File: src/rtl/store_unit_pkg.sv
// Shared store-path definitions: funct3 store codes, FSM state codes and lane helpers.
// Imported by the store unit, its merge datapath and the bus interface users.
package store_unit_pkg;

    localparam logic [2:0] F3_SB = 3'b000;
    localparam logic [2:0] F3_SH = 3'b001;
    localparam logic [2:0] F3_SW = 3'b010;

    typedef logic [2:0] state_t;

    localparam state_t ST_IDLE  = 3'd0;
    localparam state_t ST_READ  = 3'd1;
    localparam state_t ST_WAIT  = 3'd2;
    localparam state_t ST_WRITE = 3'd3;
    localparam state_t ST_ERR   = 3'd4;

    function automatic logic store_f3_legal(input logic [2:0] f3);
        return (f3 == F3_SB) || (f3 == F3_SH) || (f3 == F3_SW);
    endfunction

    // Store data spread across all lanes at its natural size.
    function automatic logic [31:0] store_replicate(input logic [2:0] f3, input logic [31:0] d);
        case (f3)
            F3_SB:   return {4{d[7:0]}};
            F3_SH:   return {2{d[15:0]}};
            default: return d;
        endcase
    endfunction

endpackage

File: src/rtl/store_unit_if.sv
// Store request and data-memory port bundle between MEM stage, store unit and memory.
// slave = store unit view, master = the surrounding pipeline/memory view.
interface store_unit_if #(
    parameter int AW = 32
);
    logic          req_valid;
    logic          req_ready;
    logic [AW-1:0] req_addr;
    logic [31:0]   req_data;
    logic [2:0]    req_funct3;
    logic          done;
    logic          err;
    logic [AW-1:0] mem_addr;
    logic          mem_re;
    logic [31:0]   mem_rdata;
    logic          mem_rvalid;
    logic          mem_we;
    logic [31:0]   mem_wdata;
    logic [3:0]    mem_be;

    modport slave (
        input  req_valid, req_addr, req_data, req_funct3, mem_rdata, mem_rvalid,
        output req_ready, done, err, mem_addr, mem_re, mem_we, mem_wdata, mem_be
    );

    modport master (
        output req_valid, req_addr, req_data, req_funct3, mem_rdata, mem_rvalid,
        input  req_ready, done, err, mem_addr, mem_re, mem_we, mem_wdata, mem_be
    );
endinterface

File: src/rtl/store_unit_merge.sv
// Combinational lane merge: places store data into the addressed lanes of old_i.
// Also produces the lane mask and the misalignment flag for the access size.
module store_merge
    import store_unit_pkg::*;
(
    input  logic [1:0]  addr_i,
    input  logic [2:0]  funct3_i,
    input  logic [31:0] data_i,
    input  logic [31:0] old_i,
    output logic [31:0] merged_o,
    output logic [3:0]  be_o,
    output logic        misaligned_o
);
    logic [31:0] rep;

    assign rep = store_replicate(funct3_i, data_i);

    always_comb begin
        be_o         = '0;
        misaligned_o = 1'b0;
        case (funct3_i)
            F3_SB: be_o = 4'b0001 << addr_i;
            F3_SH: begin
                be_o         = addr_i[1] ? 4'b1100 : 4'b0011;
                misaligned_o = addr_i[0];
            end
            F3_SW: begin
                be_o         = 4'b1111;
                misaligned_o = (addr_i != 2'b00);
            end
            default: ;
        endcase
    end

    always_comb begin
        merged_o = old_i;
        for (int unsigned i = 0; i < 4; i++) begin
            if (be_o[i]) merged_o[8*i +: 8] = rep[8*i +: 8];
        end
    end
endmodule

File: src/rtl/store_unit.sv
// MEM-stage store unit: aligns SB/SH/SW data, drives the data-memory write port,
// and optionally performs read-merge-write for memories without byte enables.
module store_unit
    import store_unit_pkg::*;
#(
    parameter int USE_RMW = 1,
    parameter int AW      = 32
) (
    input  logic         clk,
    input  logic         rst,
    store_unit_if.slave  bus
);
    state_t        state_q, state_d;
    logic [AW-1:0] addr_q, addr_d;
    logic [31:0]   data_q, data_d;
    logic [2:0]    f3_q, f3_d;
    logic [31:0]   wdata_q, wdata_d;
    logic [3:0]    be_q, be_d;
    logic          done_q, err_q;

    logic [1:0]    m_addr;
    logic [2:0]    m_f3;
    logic [31:0]   m_data;
    logic [31:0]   m_old;
    logic [31:0]   m_merged;
    logic [3:0]    m_be;
    logic          m_mis;

    // One merge instance serves both paths: live request in IDLE, captured request in WAIT.
    // Outside WAIT the "old" word is the replicated data, giving the direct-write pattern.
    assign m_addr = (state_q == ST_IDLE) ? bus.req_addr[1:0] : addr_q[1:0];
    assign m_f3   = (state_q == ST_IDLE) ? bus.req_funct3    : f3_q;
    assign m_data = (state_q == ST_IDLE) ? bus.req_data      : data_q;
    assign m_old  = (state_q == ST_WAIT) ? bus.mem_rdata     : store_replicate(m_f3, m_data);

    store_merge u_merge (
        .addr_i       (m_addr),
        .funct3_i     (m_f3),
        .data_i       (m_data),
        .old_i        (m_old),
        .merged_o     (m_merged),
        .be_o         (m_be),
        .misaligned_o (m_mis)
    );

    always_comb begin
        state_d = state_q;
        addr_d  = addr_q;
        data_d  = data_q;
        f3_d    = f3_q;
        wdata_d = wdata_q;
        be_d    = be_q;
        case (state_q)
            ST_IDLE: begin
                if (bus.req_valid) begin
                    addr_d = bus.req_addr;
                    data_d = bus.req_data;
                    f3_d   = bus.req_funct3;
                    if (!store_f3_legal(bus.req_funct3) || m_mis) begin
                        state_d = ST_ERR;
                    end else if ((USE_RMW != 0) && (bus.req_funct3 != F3_SW)) begin
                        state_d = ST_READ;
                    end else begin
                        state_d = ST_WRITE;
                        wdata_d = m_merged;
                        be_d    = (USE_RMW != 0) ? 4'b1111 : m_be;
                    end
                end
            end
            ST_READ:  state_d = ST_WAIT;
            ST_WAIT: begin
                if (bus.mem_rvalid) begin
                    state_d = ST_WRITE;
                    wdata_d = m_merged;
                    be_d    = 4'b1111;
                end
            end
            ST_WRITE: state_d = ST_IDLE;
            ST_ERR:   state_d = ST_IDLE;
            default:  state_d = ST_IDLE;
        endcase
    end

    always_ff @(posedge clk or posedge rst) begin
        if (rst) begin
            state_q <= ST_IDLE;
            addr_q  <= '0;
            data_q  <= '0;
            f3_q    <= '0;
            wdata_q <= '0;
            be_q    <= '0;
            done_q  <= 1'b0;
            err_q   <= 1'b0;
        end else begin
            state_q <= state_d;
            addr_q  <= addr_d;
            data_q  <= data_d;
            f3_q    <= f3_d;
            wdata_q <= wdata_d;
            be_q    <= be_d;
            done_q  <= (state_q == ST_WRITE) || (state_q == ST_ERR);
            err_q   <= (state_q == ST_ERR);
        end
    end

    assign bus.req_ready = (state_q == ST_IDLE);
    assign bus.done      = done_q;
    assign bus.err       = err_q;
    assign bus.mem_addr  = {addr_q[AW-1:2], 2'b00};
    assign bus.mem_re    = (state_q == ST_READ);
    assign bus.mem_we    = (state_q == ST_WRITE);
    assign bus.mem_wdata = wdata_q;
    assign bus.mem_be    = be_q;
endmodule

File: src/flat_wrapper.sv
// flat-port wrapper written by rule: the top's interface ports become plain ports
module store_unit_flat import store_unit_pkg::*;
#(
    parameter int USE_RMW = 1,
    parameter int AW      = 32
)
  (clk, rst, bus_req_valid, bus_req_addr, bus_req_data, bus_req_funct3, bus_mem_rdata, bus_mem_rvalid, bus_req_ready, bus_done, bus_err, bus_mem_addr, bus_mem_re, bus_mem_we, bus_mem_wdata, bus_mem_be);
  store_unit_if #(.AW(AW)) bus_i ();
  input  logic clk;
  input  logic rst;
  input wire logic [$bits(bus_i.req_valid)-1:0] bus_req_valid;
  input wire logic [$bits(bus_i.req_addr)-1:0] bus_req_addr;
  input wire logic [$bits(bus_i.req_data)-1:0] bus_req_data;
  input wire logic [$bits(bus_i.req_funct3)-1:0] bus_req_funct3;
  input wire logic [$bits(bus_i.mem_rdata)-1:0] bus_mem_rdata;
  input wire logic [$bits(bus_i.mem_rvalid)-1:0] bus_mem_rvalid;
  output wire logic [$bits(bus_i.req_ready)-1:0] bus_req_ready;
  output wire logic [$bits(bus_i.done)-1:0] bus_done;
  output wire logic [$bits(bus_i.err)-1:0] bus_err;
  output wire logic [$bits(bus_i.mem_addr)-1:0] bus_mem_addr;
  output wire logic [$bits(bus_i.mem_re)-1:0] bus_mem_re;
  output wire logic [$bits(bus_i.mem_we)-1:0] bus_mem_we;
  output wire logic [$bits(bus_i.mem_wdata)-1:0] bus_mem_wdata;
  output wire logic [$bits(bus_i.mem_be)-1:0] bus_mem_be;
  assign bus_i.req_valid = bus_req_valid;
  assign bus_i.req_addr = bus_req_addr;
  assign bus_i.req_data = bus_req_data;
  assign bus_i.req_funct3 = bus_req_funct3;
  assign bus_i.mem_rdata = bus_mem_rdata;
  assign bus_i.mem_rvalid = bus_mem_rvalid;
  assign bus_req_ready = bus_i.req_ready;
  assign bus_done = bus_i.done;
  assign bus_err = bus_i.err;
  assign bus_mem_addr = bus_i.mem_addr;
  assign bus_mem_re = bus_i.mem_re;
  assign bus_mem_we = bus_i.mem_we;
  assign bus_mem_wdata = bus_i.mem_wdata;
  assign bus_mem_be = bus_i.mem_be;
  store_unit #(.USE_RMW(USE_RMW), .AW(AW)) u_core (.clk(clk), .rst(rst), .bus(bus_i));
endmodule
File: config.mk
export PLATFORM = sky130hd
export DESIGN_NAME = store_unit_flat
export DESIGN_NICKNAME = d
export VERILOG_FILES = /design/src/rtl/store_unit_pkg.sv /design/src/rtl/store_unit_if.sv /design/src/rtl/store_unit_merge.sv /design/src/rtl/store_unit.sv /design/src/flat_wrapper.sv
export SDC_FILE = /design/constraint.sdc
export NUM_CORES = 1
export LEC_CHECK = 0
export ABC_AREA = 1
export CORE_ASPECT_RATIO = 0.6
export CORE_MARGIN = 3
export CORE_UTILIZATION = 25
export DETAILED_ROUTE_END_ITERATION = 10
export GPL_ROUTABILITY_DRIVEN = 0
export GPL_TIMING_DRIVEN = 0
export MAX_ROUTING_LAYER = met4
export PLACE_DENSITY = 0.55
export SYNTH_ARGS = -nofsm -noshare
export SYNTH_HDL_FRONTEND = slang
export SYNTH_SLANG_ARGS = --single-unit
File: constraint.sdc
create_clock -name clk -period 3.96 [get_ports clk]
set_clock_uncertainty 0.2 [all_clocks]
set_input_delay 0.396 -clock clk [delete_from_list [all_inputs] [get_ports clk]]
set_output_delay 0.396 -clock clk [all_outputs]
set_load 0.005 [all_outputs]
### Register map, names as in the netlist, run 1

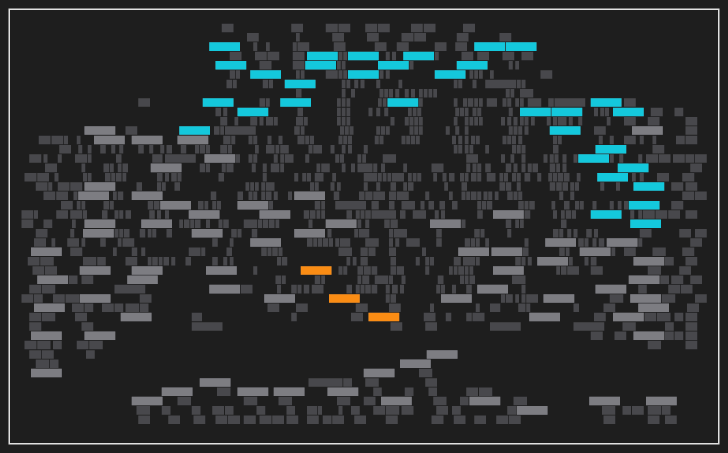
colour	name in the netlist	sequential cells
orange	u_core.f3_q	3
cyan	u_core.bus.mem_wdata	32

### Cells coloured by class, run 1

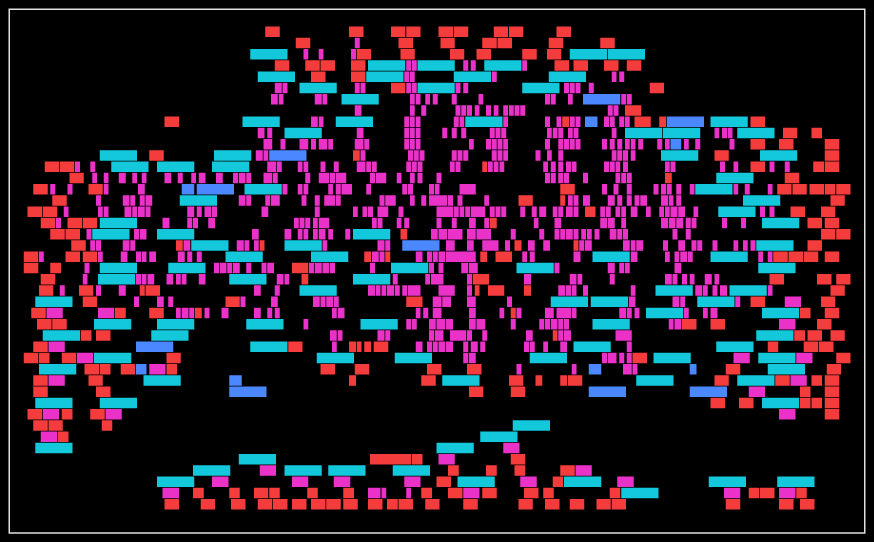
colour	class	cells	share of their area
red	remaining buffers and delay cells	245	28%
blue	clock drivers and dummy loads	16	3.5%
magenta	remaining logic cells	630	36%
cyan	registers	105	33%

### Routed clock nets over the placement, run 1

The bar under the picture is 50 µm long.
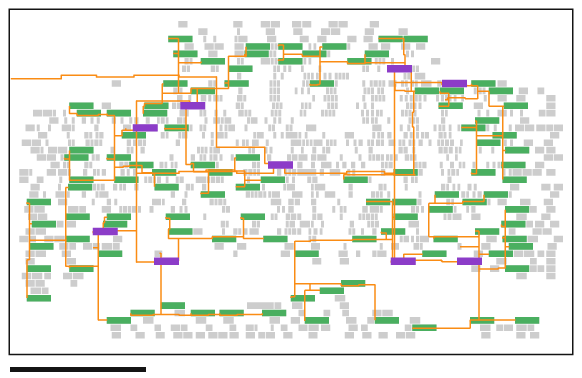
[orange] clock wires | length: 1700 µm
[green] flip-flops | count: 105
[purple] clock-net drivers | count: 9
routed clock nets	10

==> run 1: through the flow <==
stage / total power (µW) / std cells / util (%)
2_1_floorplan: 5040 / 806 / -
3_3_place_gp: 6777 / 1294 / 34.86
3_5_place_dp: 6855 / 1295 / 35.00
4_1_cts: 7781 / 1311 / 36.19
5_1_grt: 8510 / 1311 / 36.19
6_report: 7756 / 1311 / 36.19
==> run 1: flip-flops by register name, indices dropped and copies added (netlist names) <==
register	count
u_core.addr_q	32
u_core.bus.mem_wdata	32
u_core.data_q	32
u_core.f3_q	3
u_core.state_q	3
u_core.bus.done	1
u_core.bus.err	1
u_core.bus.mem_be	1
==> run 1: kinds of logic after synthesis <==
kind of cell | count (synthesis)
multiplexers | 30
AND-OR/OR-AND | 111
AND/OR/NAND/NOR | 408
other | 1
buffers and inverters | 150
flip-flops | 105
==> Implementation_results.wiki, run 1 <==
== Implementation results ==
{| class="wikitable"
! Metric !! Value
|-
| Share of synthesized registers carrying an async set or reset || 100.0%
|-
| Critical Path End || u_core.bus.mem_wdata[20]
|-
| Adder and majority cell fraction of the synthesized area || 0%
|-
| Number of I/O port buffers || roughly 170
|-
| Mapped cell area || between 6000 and 7000 µm²
|-
| Tool warnings || 26
|-
| Power in the clock group || a little under 900 µW
|-
| Via count of the routed design || 5785
|-
| GRT busiest layer || met1
|-
| Number of gates on the worst path with buffers counted || 13
|-
| Number of pins with negative max-slew slack in the final report || 0
|-
| Largest fanout of any net on the critical path || 10
|-
| Capturing point of the worst reg2reg path || u_core.bus.mem_wdata[20]
|-
| I/O pin count || ~180
|-
| Ranking of synthesized cells by instance count || nand2_1 (331), dfrtp_1 (105), inv_1 (74)
|-
| Crit-path max cell delay || approximately 0.64 ns
|-
| Mi-comb count || between 500 and 600
|-
| Fraction of standard cell area in multi-input logic || 31.06%
|-
| First drt pass iteration count || 5
|-
| Non-clk bufs || ~250
|-
| M2 GR Usage || between 20% and 30%
|-
| Sequential portion of the cell area || a little under a third
|-
| Clock power share || 11.4%
|-
| Cell taking the most area after synthesis || dfrtp_1
|-
| Htree depth || 3
|-
| Post-detailed-route via-to-cell ratio || roughly 4.4
|-
| Diode insertion count for antenna repair || 0
|-
| Flops & latches, synth || about 110
|-
| Main kind of combinational logic by area || simple AND/OR/NAND/NOR gates
|-
| Clock network area share || between 3 and 4%
|-
| Core Density at Floorplan || 25.76%
|-
| Leakage component of the power || 0.004118 µW
|-
| Count of mapped cells out of synthesis || just over 800
|-
| Clock tree from TritonCTS || yes
|-
| Most frequent standard cell in the layout excluding fill and tap cells || nand2_1
|-
| Part of the cycle the worst path needs || approximately 68%
|-
| Met2 WL post-DR || roughly 7.6 mm
|-
| Relative contribution of combinational cells to total power || 65.0%
|-
| Yosys aoi share || about a tenth
|-
| Worst slack at placement || about 1.3 ns
|-
| Total die size || roughly 26000 µm²
|-
| # Taps || ~320
|-
| Post-detailed-route count of antenna-violating nets || 0
|-
| Horizontal die size || 206.5 µm
|-
| Number of hold-repair buffers added at the cts stage || 0
|-
| NetSw || around 3600 µW
|-
| Post-Synth XOR/XNOR Area || 0%
|-
| Met1 routed wirelength after detailed routing || 10.67 mm
|-
| Number of different library cells in the post-synthesis netlist || 29
|-
| Nets || 1094
|-
| Critical-path cell with the highest stage delay || o21ai_0
|-
| Class of the tightest hold or removal check || in -> async
|-
| Total of endpoints with negative setup slack in the final report || 0
|-
| Path type of the worst setup path || reg -> reg
|-
| Highest routing layer actually used || met4
|-
| Most common cell in the netlist || nand2_1
|-
| Critical path endpoint category || flip-flop
|-
| Internal Dissipation || around 4100 µW
|-
| FILL cells || 2499
|-
| Run status || finished, final reports clean
|-
| Cell area power density || about 920 nW/µm²
|-
| All-layer global routing usage || 16.14%
|-
| Synth Area per Inst || between 7 and 8 µm²
|-
| Most area-consuming cells after synthesis || dfrtp_1 (44%), nand2_1 (21%), o21ai_0 (5.9%)
|-
| Max-cap violations || 0
|-
| Simple share || between 20% and 30%
|-
| Post-cts repair resize count || 0
|-
| Worst-Skew Late Latency || between 0.3 and 0.4 ns
|-
| HPWL after DPL || roughly 16 mm
|-
| Minimum clock period || roughly 2.7 ns
|-
| Hold violation total from the final report || 0
|-
| YS chip area || 6028 µm²
|-
| Seq/Total Area, Yosys || about 44%
|-
| Area taken by flip-flops and latches || between 2000 and 3000 µm²
|-
| Inverters || between 70 and 80
|-
| Layout clock buffer count || 9
|-
| Vias in the first global route || approximately 5500
|-
| Combined buffer and inverter count along the critical path || 2
|-
| Drc violations || 0
|-
| Cell area after placement || 8190 µm²
|-
| Root buf cell || clkbuf_16
|-
| Worst R2R Start || u_core.state_q[0]
|-
| Switching power share of the total || between 40 and 50%
|-
| Top contributor to total power || combinational logic
|-
| Slew HR || around half
|-
| Wire length of the first global-routing pass || between 30 and 40 mm
|-
| Number of cells traversed by the worst register-to-register path || 13
|-
| Reg2reg setup slack || 1.26 ns
|-
| WL per Instance || about 15 µm
|-
| Number of warning messages in the yosys log || 0
|-
| Clock sink count || between 100 and 150
|-
| Synth mux share || under 10%
|-
| Antenna violations before repair || 0
|-
| Signal buf overhead || between 20% and 30%
|-
| Required time at the endpoint of the critical path || approximately 4 ns
|-
| Post-route cell area || 8471 µm²
|-
| RSZ-0062 raised after global routing || false
|-
| Core footprint || approximately 23000 µm²
|-
| GR Util met3 || roughly 5.4%
|-
| Number of sequential cells || between 100 and 150
|-
| Cell family contributing the most delay on the critical path || simple AND/OR/NAND/NOR gates
|-
| Worst-Margin Slew || just over 0.7 ns
|-
| Max VDD drop || just over 0.4 mV
|-
| Fmax || about 370 MHz
|-
| Met1 routing resource usage after global routing || 24.68%
|-
| Clock slew at reported path FFs || approximately 0.08 ns
|-
| First DRT Iteration DRCs || 513
|-
| Height of the die || roughly 130 µm
|-
| Final global-route overflow total || 0
|-
| Row cnt || roughly 43
|-
| Setup crit start || u_core.state_q[0]
|-
| Met3 WL post-DR || approximately 1.8 mm
|-
| Most frequent cells in the layout || nand2_1 (331), clkdlybuf4s50_1 (173), dfrtp_1 (105), inv_1 (73), o21ai_0 (71)
|-
| Final Routed Wirelength || between 20 and 25 mm
|-
| Largest net degree at the start of global routing || 85
|-
| Worst hold slack across all endpoints || ~0.15 ns
|-
| Most numerous cell on the critical path || nand2_1
|-
| Worst endpoint data arrival time || ~2.8 ns
|-
| Sum of negative setup slack || 0 ns
|-
| Dominant class by area || multi-input combinational cells
|-
| Multi-input gate area in the final layout || around 2600 µm²
|-
| # Post-CTS Setup Buffers || 0
|-
| Top area contributor share || 43.59%
|-
| Setup crit start kind || flip-flop
|-
| Fraction of layout cells with a size suffix above 1 || approximately 14%
|-
| Yosys cell count || between 800 and 900
|-
| Most used flip-flop cell || dfrtp_1
|-
| Maximum clock insertion buffer count || 2
|-
| Number of enable-type register cells in the synthesized netlist || 0
|-
| Worst path cell trace || nor2_4 -> nand2_4 -> buf_6 -> clkbuf_1 -> o21ai_0 -> nand2_1 -> o21ai_0 -> nand2_1 -> nand2_1 -> nand2_1 -> nand2_1 -> nand2_1 -> nand2_1
|-
| Number of buffers inserted during clock tree synthesis || 9
|-
| Seq. pwr || 1830 µW
|-
| Final critical-path setup slack || 1.258 ns
|-
| Total combinational power || 5040 µW
|-
| Area growth from synthesis to layout || 40.51%
|-
| Power share of the sequential group || between 20% and 30%
|}
### Gate families picked out, run 1

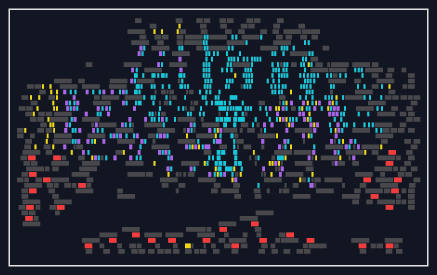

## Run 2: what changed since run 1
Settings changed: PLACE_DENSITY 0.55 to 0.56.
Clock period 3.96 ns to 2.3 ns, I/O delays scaled along.
### Gate families picked out, run 2

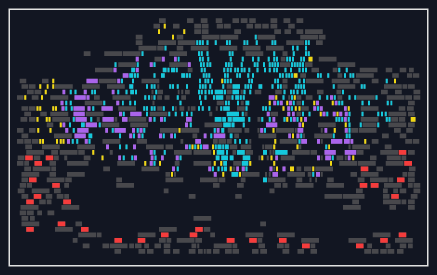
colour	family	cells
cyan	nand cells	366
red	mux cells	30
purple	aoi and oai cells	111
yellow	inv cells	79

==> run 2 against run 1 <==
  * Non-clock buffer count up 20
  * Via count grew 2.9%
  * Total power is 93% higher
  * Clock-buffer cell count unchanged
  * First-iteration DRC count shrank 2.5%
  * Sequential share of layout area down 2.0 points
  * Flip-flop count stayed put
  * Global-route usage about the same
  * Clock power is 99% higher
  * Core utilization grew 2.6 points
  * Synthesized cell count unchanged
  * Register-to-register slack got worse by 1.2 ns
  * Critical path type is now reg -> out
==> Implementation_results.wiki, run 2 <==
== Implementation results ==
{| class="wikitable"
! Metric !! Value
|-
| Run status || finished, final reports clean
|-
| All-layer global routing usage || 16.12% (-0.020 points)
|-
| Final critical-path setup slack || 0.03961 ns (-1.218 ns)
|-
| Number of instances in the placed design || 1297 (+0.15%)
|-
| Sum of negative setup slack || 0 ns (unchanged)
|-
| Clock slew at reported path FFs || 0.08 ns (about the same)
|-
| Setup crit start kind || flip-flop
|-
| Nets || 1114 (+1.8%)
|-
| Mi-comb count || 551 (unchanged)
|-
| Via count of the routed design || 5950 (+2.9%)
|-
| Total combinational power || 10000 µW (+98%)
|-
| Main kind of combinational logic by area || simple AND/OR/NAND/NOR gates
|-
| Flops & latches, synth || 105 (unchanged)
|-
| Most frequent standard cell in the layout excluding fill and tap cells || nand2_1
|-
| Core footprint || 23400 µm² (unchanged)
|-
| Tool warnings || 28 (+7.7%)
|-
| Seq. pwr || 3160 µW (+73%)
|-
| Maximum clock insertion buffer count || 2 (unchanged)
|-
| Relative contribution of combinational cells to total power || 67.1% (+2.1 points)
|-
| Post-detailed-route via-to-cell ratio || 4.467 (+1.2%)
|-
| Top area contributor share || 43.59% (unchanged)
|-
| Core Density at Floorplan || 25.76% (unchanged)
|-
| Simple share || 28.56% (unchanged)
|-
| Cell area power density || 1647 nW/µm² (+80%)
|-
| First DRT Iteration DRCs || 500 (-2.5%)
|-
| Setup crit start || u_core.state_q[0]
|-
| FILL cells || 2437 (-2.5%)
|-
| Total die size || 26070 µm² (unchanged)
|-
| Htree depth || 3 (unchanged)
|-
| Crit-path max cell delay || 0.42 ns (-0.22 ns)
|-
| Mapped cell area || 6028 µm² (unchanged)
|-
| Wire length of the first global-routing pass || 31.19 mm (+0.56%)
|-
| Post-route cell area || 9067 µm² (+7.0%)
|-
| Final global-route overflow total || 0 (unchanged)
|-
| Final Routed Wirelength || 20.82 mm (+2.5%)
|-
| Seq/Total Area, Yosys || 43.59% (unchanged)
|-
| Synth Area per Inst || 7.489 µm² (unchanged)
|-
| Dominant class by area || multi-input combinational cells
|-
| Fraction of standard cell area in multi-input logic || 32.44% (+1.4 points)
|-
| Slew HR || 63.61% (+12 points)
|-
| Top contributor to total power || combinational logic
|-
| Number of sequential cells || 105 (unchanged)
|-
| Signal buf overhead || 27.20% (+0.80 points)
|-
| Most frequent cells in the layout || nand2_1 (324), clkdlybuf4s50_1 (172), dfrtp_1 (105), inv_1 (73), buf_4 (58)
|-
| NetSw || 6859 µW (+89%)
|-
| Number of I/O port buffers || 173 (unchanged)
|-
| Internal Dissipation || 8078 µW (+96%)
|-
| Max-cap violations || 0 (unchanged)
|-
| HPWL after DPL || 16.19 mm (+1.5%)
|-
| Share of synthesized registers carrying an async set or reset || 100.0% (unchanged)
|-
| Worst slack at placement || -0.2901 ns (-1.611 ns)
|-
| Post-Synth XOR/XNOR Area || 0% (unchanged)
|-
| Adder and majority cell fraction of the synthesized area || 0% (unchanged)
|-
| Met3 WL post-DR || 2.037 mm (+12%)
|-
| Largest fanout of any net on the critical path || 10 (unchanged)
|-
| Height of the die || 126.3 µm (unchanged)
|-
| Total of endpoints with negative setup slack in the final report || 0 (unchanged)
|-
| Met1 routing resource usage after global routing || 25.11% (+0.44 points)
|-
| Number of pins with negative max-slew slack in the final report || 0 (unchanged)
|-
| I/O pin count || 176 (unchanged)
|-
| Critical-path cell with the highest stage delay || dfrtp_1
|-
| Worst endpoint data arrival time || 1.83 ns (-0.99 ns)
|-
| YS chip area || 6028 µm² (unchanged)
|-
| Area taken by flip-flops and latches || 2628 µm² (unchanged)
|-
| Critical path endpoint category || output port
|-
| Worst-Skew Late Latency || 0.37 ns (about the same)
|-
| Highest routing layer actually used || met4
|-
| Post-detailed-route count of antenna-violating nets || 0 (unchanged)
|-
| Antenna violations before repair || 1 (+1)
|-
| Clock sink count || 105 (unchanged)
|-
| WL per Instance || 15.63 µm (+0.86%)
|-
| Power share of the sequential group || 21.1% (-2.5 points)
|-
| Area growth from synthesis to layout || 50.42%
|-
| Number of warning messages in the yosys log || 0 (unchanged)
|-
| GRT busiest layer || met1
|-
| Number of buffers inserted during clock tree synthesis || 9 (unchanged)
|-
| Yosys aoi share || 9.361% (unchanged)
|-
| Synth mux share || 5.604% (unchanged)
|-
| Number of enable-type register cells in the synthesized netlist || 0 (unchanged)
|-
| Clock power share || 11.8% (+0.4 points)
|-
| Cell family contributing the most delay on the critical path || buffers and inverters
|-
| Cell area after placement || 8222 µm² (+0.38%)
|-
| Part of the cycle the worst path needs || 98.28%
|-
| Non-clk bufs || 265 (+8.2%)
|-
| Clock network area share || 3.615% (+0.31 points)
|-
| Hold violation total from the final report || 0 (unchanged)
|-
| Final Util || 38.74% (+2.6 points)
|}
### Clock wiring as the flow saved it, run 2

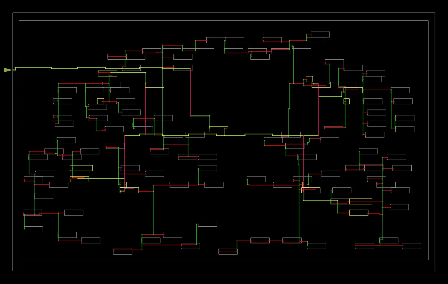
layout clock buffer count: 9
power in the clock group: 1760 µW

## run 2: cell types whose count changed in the layout (fill, tap and decap cells not counted), sizes merged
| cell | change |
|---|---|
| bufinv | +2 |
| diode | +1 |
| clkdlybuf4s50 | -1 |
| clkbuf | +1 |
| buf | +19 |
| dlygate4sd2 | +1 |
| clkinv | -2 |
## run 2: final timing paths
| check | cells past startpoint | end | slack, ns |
|---|---|---|---|
| max in group asynchronous | 3 | u_core.data_q[19] | 1.28 |
| max reg2reg | 15 | u_core.bus.mem_wdata[9] | 0.04 |
| min in group clk | 3 | u_core.data_q[27] | 0.25 |
| max | 6 | bus_req_ready | 0.04 |
| min reg2reg | 2 | u_core.bus.mem_wdata[22] | 0.28 |
| min | 2 | u_core.data_q[1] | 0.04 |
### Cells coloured by class, run 2

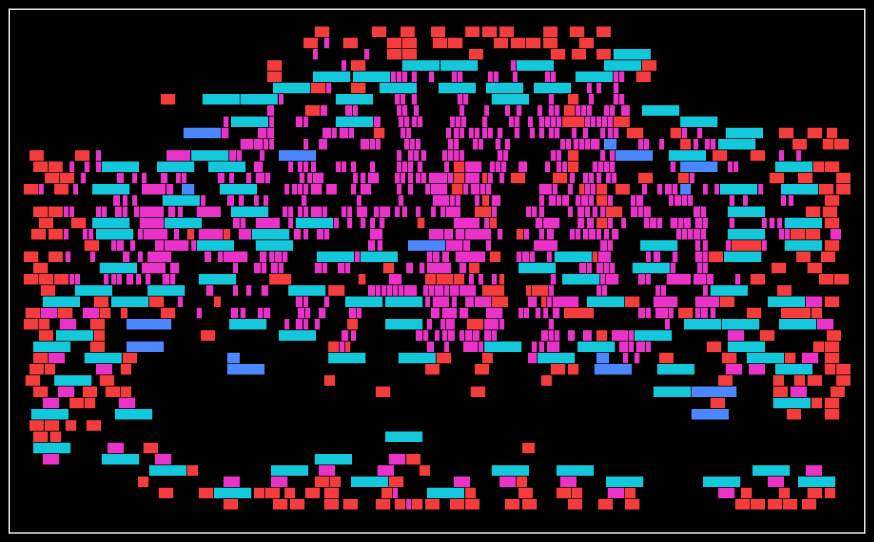

## Run 3: what changed since run 2
Settings changed: CORE_UTILIZATION 25 to 35, PLACE_DENSITY 0.56 to 0.71.
### Cells coloured by class, run 3

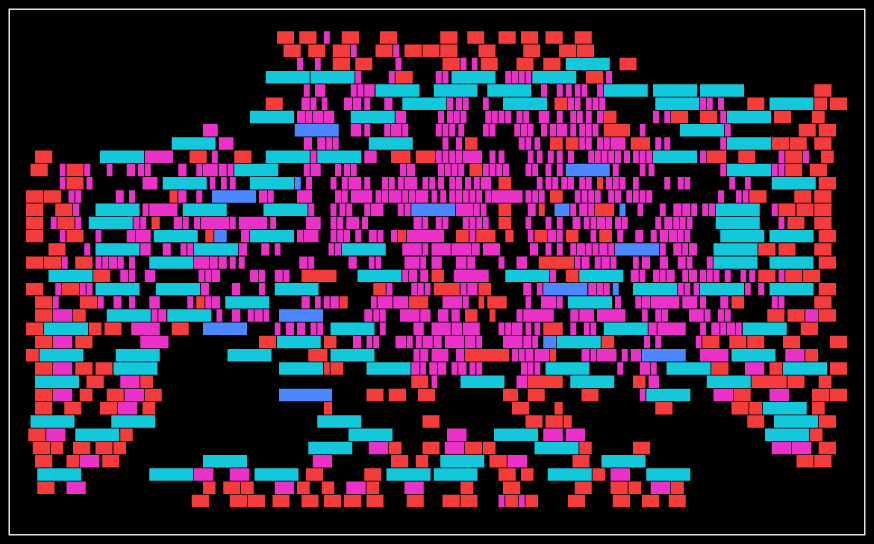
colour	class	cells	share of their area
magenta	remaining logic cells	630	37%
red	remaining buffers and delay cells	265	29%
cyan	registers	105	31%
blue	clock drivers and dummy loads	16	3.4%

==> run 3 against run 2 <==
  * Largest power group unchanged
  * First-iteration DRC count up 7.6%
  * Flip-flop count unchanged
  * Die size fell by 28%
  * Worst setup slack worse by 0.018 ns
  * Routed wire length shrank 7.8%
  * Core utilization is 15 points higher
  * Global-route usage grew 4.5 points
  * Sequential share of layout area increased by 0.57 points
  * Total power decreased by 2.1%
  * Non-clock buffer count unchanged
  * Synthesized cell count unchanged
==> Implementation_results.wiki, run 3 <==
== Implementation results ==
{| class="wikitable"
! Metric !! Value
|-
| Final critical-path setup slack || 0.02124 ns (-0.01836 ns)
|-
| Top area contributor share || 43.59% (unchanged)
|-
| Post-route cell area || 8891 µm² (-1.9%)
|-
| Number of cells traversed by the worst register-to-register path || 11 (-4)
|-
| Clock slew at reported path FFs || 0.07 ns (about the same)
|-
| All-layer global routing usage || 20.67% (+4.5 points)
|-
| HPWL after DPL || 14.74 mm (-8.9%)
|-
| Sum of negative setup slack || 0 ns (unchanged)
|-
| Most frequent standard cell in the layout excluding fill and tap cells || nand2_1
|-
| Reg2reg setup slack || 0.02 ns (-0.02 ns)
|-
| Worst path cell trace || nor2_4 -> buf_4 -> nand3_1 -> nand2_2 -> buf_6 -> nand4_1 -> nand3_2 -> buf_6 -> o21ai_0 -> nand2_1 -> nand2_1
|-
| Row cnt || 36
|-
| Post-detailed-route via-to-cell ratio || 4.824 (+8.0%)
|-
| Seq/Total Area, Yosys || 43.59% (unchanged)
|-
| Nets || 1114 (unchanged)
|-
| Cell taking the most area after synthesis || dfrtp_1
|-
| WL per Instance || 15.42 µm (-1.3%)
|-
| Most frequent cells in the layout || nand2_1 (320), clkdlybuf4s50_1 (172), dfrtp_1 (105), inv_1 (73), buf_4 (58)
|-
| Number of instances in the placed design || 1209 (-6.8%)
|-
| Worst R2R Start || u_core.state_q[0]
|-
| Maximum clock insertion buffer count || 2 (unchanged)
|-
| Flops & latches, synth || 105 (unchanged)
|-
| Area growth from synthesis to layout || 47.49%
|-
| Tool warnings || 27 (-3.6%)
|-
| Fmax || 438.8 MHz
|-
| Critical-path cell with the highest stage delay || dfrtp_1
|-
| GRT busiest layer || met1
|-
| Cell area power density || 1645 nW/µm² (-0.14%)
|-
| Max-cap violations || 0 (unchanged)
|-
| Clock sink count || 105 (unchanged)
|-
| Share of synthesized registers carrying an async set or reset || 100.0% (unchanged)
|-
| Combined buffer and inverter count along the critical path || 3
|-
| Post-detailed-route count of antenna-violating nets || 0 (unchanged)
|-
| Htree depth || 3 (unchanged)
|-
| Final global-route overflow total || 0 (unchanged)
|-
| Critical path endpoint category || flip-flop
|-
| Diode insertion count for antenna repair || 0
|-
| Mapped cell area || 6028 µm² (unchanged)
|-
| Height of the die || 107.7 µm (-15%)
|-
| Met1 routing resource usage after global routing || 32.03% (+6.9 points)
|-
| Power after layout || around 15000 µW
|-
| Setup crit start kind || flip-flop
|-
| Slew HR || 55.63% (-8.0 points)
|-
| Run status || finished, final reports clean
|-
| Max VDD drop || around 0.61 mV
|-
| I/O pin count || 176 (unchanged)
|-
| Number of hold-repair buffers added at the cts stage || 0
|-
| Count of mapped cells out of synthesis || between 800 and 900
|-
| Via count of the routed design || 6001 (+0.86%)
|-
| Cell area after placement || 8093 µm² (-1.6%)
|-
| Core footprint || 16530 µm² (-29%)
|-
| Number of gates on the worst path with buffers counted || 11 (+5)
|-
| Class of the tightest hold or removal check || in -> async
|-
| Synth Area per Inst || 7.489 µm² (unchanged)
|-
| M2 GR Usage || 27.25%
|-
| Ranking of synthesized cells by instance count || nand2_1 (331), dfrtp_1 (105), inv_1 (74)
|-
| Minimum clock period || 2.279 ns
|-
| Final Routed Wirelength || 19.18 mm (-7.8%)
|-
| Vias in the first global route || roughly 5600
|-
| YS chip area || 6028 µm² (unchanged)
|-
| Root buf cell || clkbuf_16
|-
| First drt pass iteration count || 5
|-
| First DRT Iteration DRCs || 538 (+7.6%)
|-
| Number of warning messages in the yosys log || 0 (unchanged)
|-
| Total of endpoints with negative setup slack in the final report || 0 (unchanged)
|-
| Number of I/O port buffers || 173 (unchanged)
|-
| Met1 routed wirelength after detailed routing || 9.551 mm
|-
| Met2 WL post-DR || about 7.6 mm
|-
| Met3 WL post-DR || 1.932 mm (-5.2%)
|-
| Worst-Skew Late Latency || 0.35 ns (-0.02 ns)
|-
| Final Util || 53.78% (+15 points)
|-
| Highest routing layer actually used || met4
|-
| Yosys cell count || about 810
|-
| Core Density at Floorplan || 36.47% (+11 points)
|-
| Number of enable-type register cells in the synthesized netlist || 0 (unchanged)
|-
| Critical Path End || u_core.bus.mem_wdata[3]
|-
| RSZ-0062 raised after global routing || true
|-
| Drc violations || 0
|-
| Setup crit start || u_core.state_q[0]
|-
| Total die size || 18890 µm² (-28%)
|-
| Antenna violations before repair || 0 (-1)
|-
| Leakage component of the power || between 0.004 and 0.005 µW
|-
| Cell family contributing the most delay on the critical path || simple AND/OR/NAND/NOR gates
|-
| Wire length of the first global-routing pass || 29.87 mm (-4.2%)
|-
| Number of buffers inserted during clock tree synthesis || 9 (unchanged)
|-
| Most common cell in the netlist || nand2_1
|-
| Number of pins with negative max-slew slack in the final report || 0 (unchanged)
|-
| Largest fanout of any net on the critical path || 10 (unchanged)
|-
| Worst endpoint data arrival time || 2.33 ns (+0.50 ns)
|-
| Most area-consuming cells after synthesis || dfrtp_1 (44%), nand2_1 (21%), o21ai_0 (5.9%)
|-
| Part of the cycle the worst path needs || 99.08% (+0.80 points)
|-
| Horizontal die size || roughly 180 µm
|-
| Number of different library cells in the post-synthesis netlist || 29
|-
| Capturing point of the worst reg2reg path || u_core.bus.mem_wdata[3]
|-
| Path type of the worst setup path || reg -> reg
|-
| Worst slack at placement || -0.1836 ns (+0.1065 ns)
|-
| GR Util met3 || approximately 5.4%
|-
| Crit-path max cell delay || 0.40 ns (-0.02 ns)
|-
| Hold violation total from the final report || 0 (unchanged)
|}
### Gate families picked out, run 3

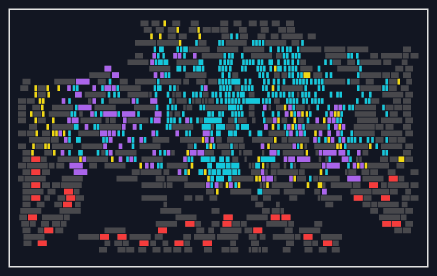
colour	family	cells
purple	aoi and oai cells	111
red	mux cells	30
cyan	nand cells	366
yellow	inv cells	79

==> run 3: final cells by class <==
type	instances	area, µm²
fill	1524	7640
timing repair buffer	195	1938
tap	228	285.3
clock buffer	12	236.5
multi-input combinational	551	2887
sequential	105	2628
clock inverter	4	53.80
buffer	70	555.5
inverter	79	307.8
==> run 3: cell families (layout without fill, tap and decap cells) <==
kind of cell           count (synthesis)  in the layout  share of synthesized area (%)
multiplexers                          30             30                          5.604
other                                  1              2                        0.06221
buffers and inverters                150            360                          12.83
flip-flops                           105            105                          43.59
AND/OR/NAND/NOR                      408            408                          28.56
AND-OR/OR-AND                        111            111                          9.361
==> run 3: power breakdown <==
group          total, µW  internal (µW)  switching, µW
sequential          3170           2730            439
combinational       9900           4400           5500
clock               1560            849            713
Power and IR drop assume default switching activity.
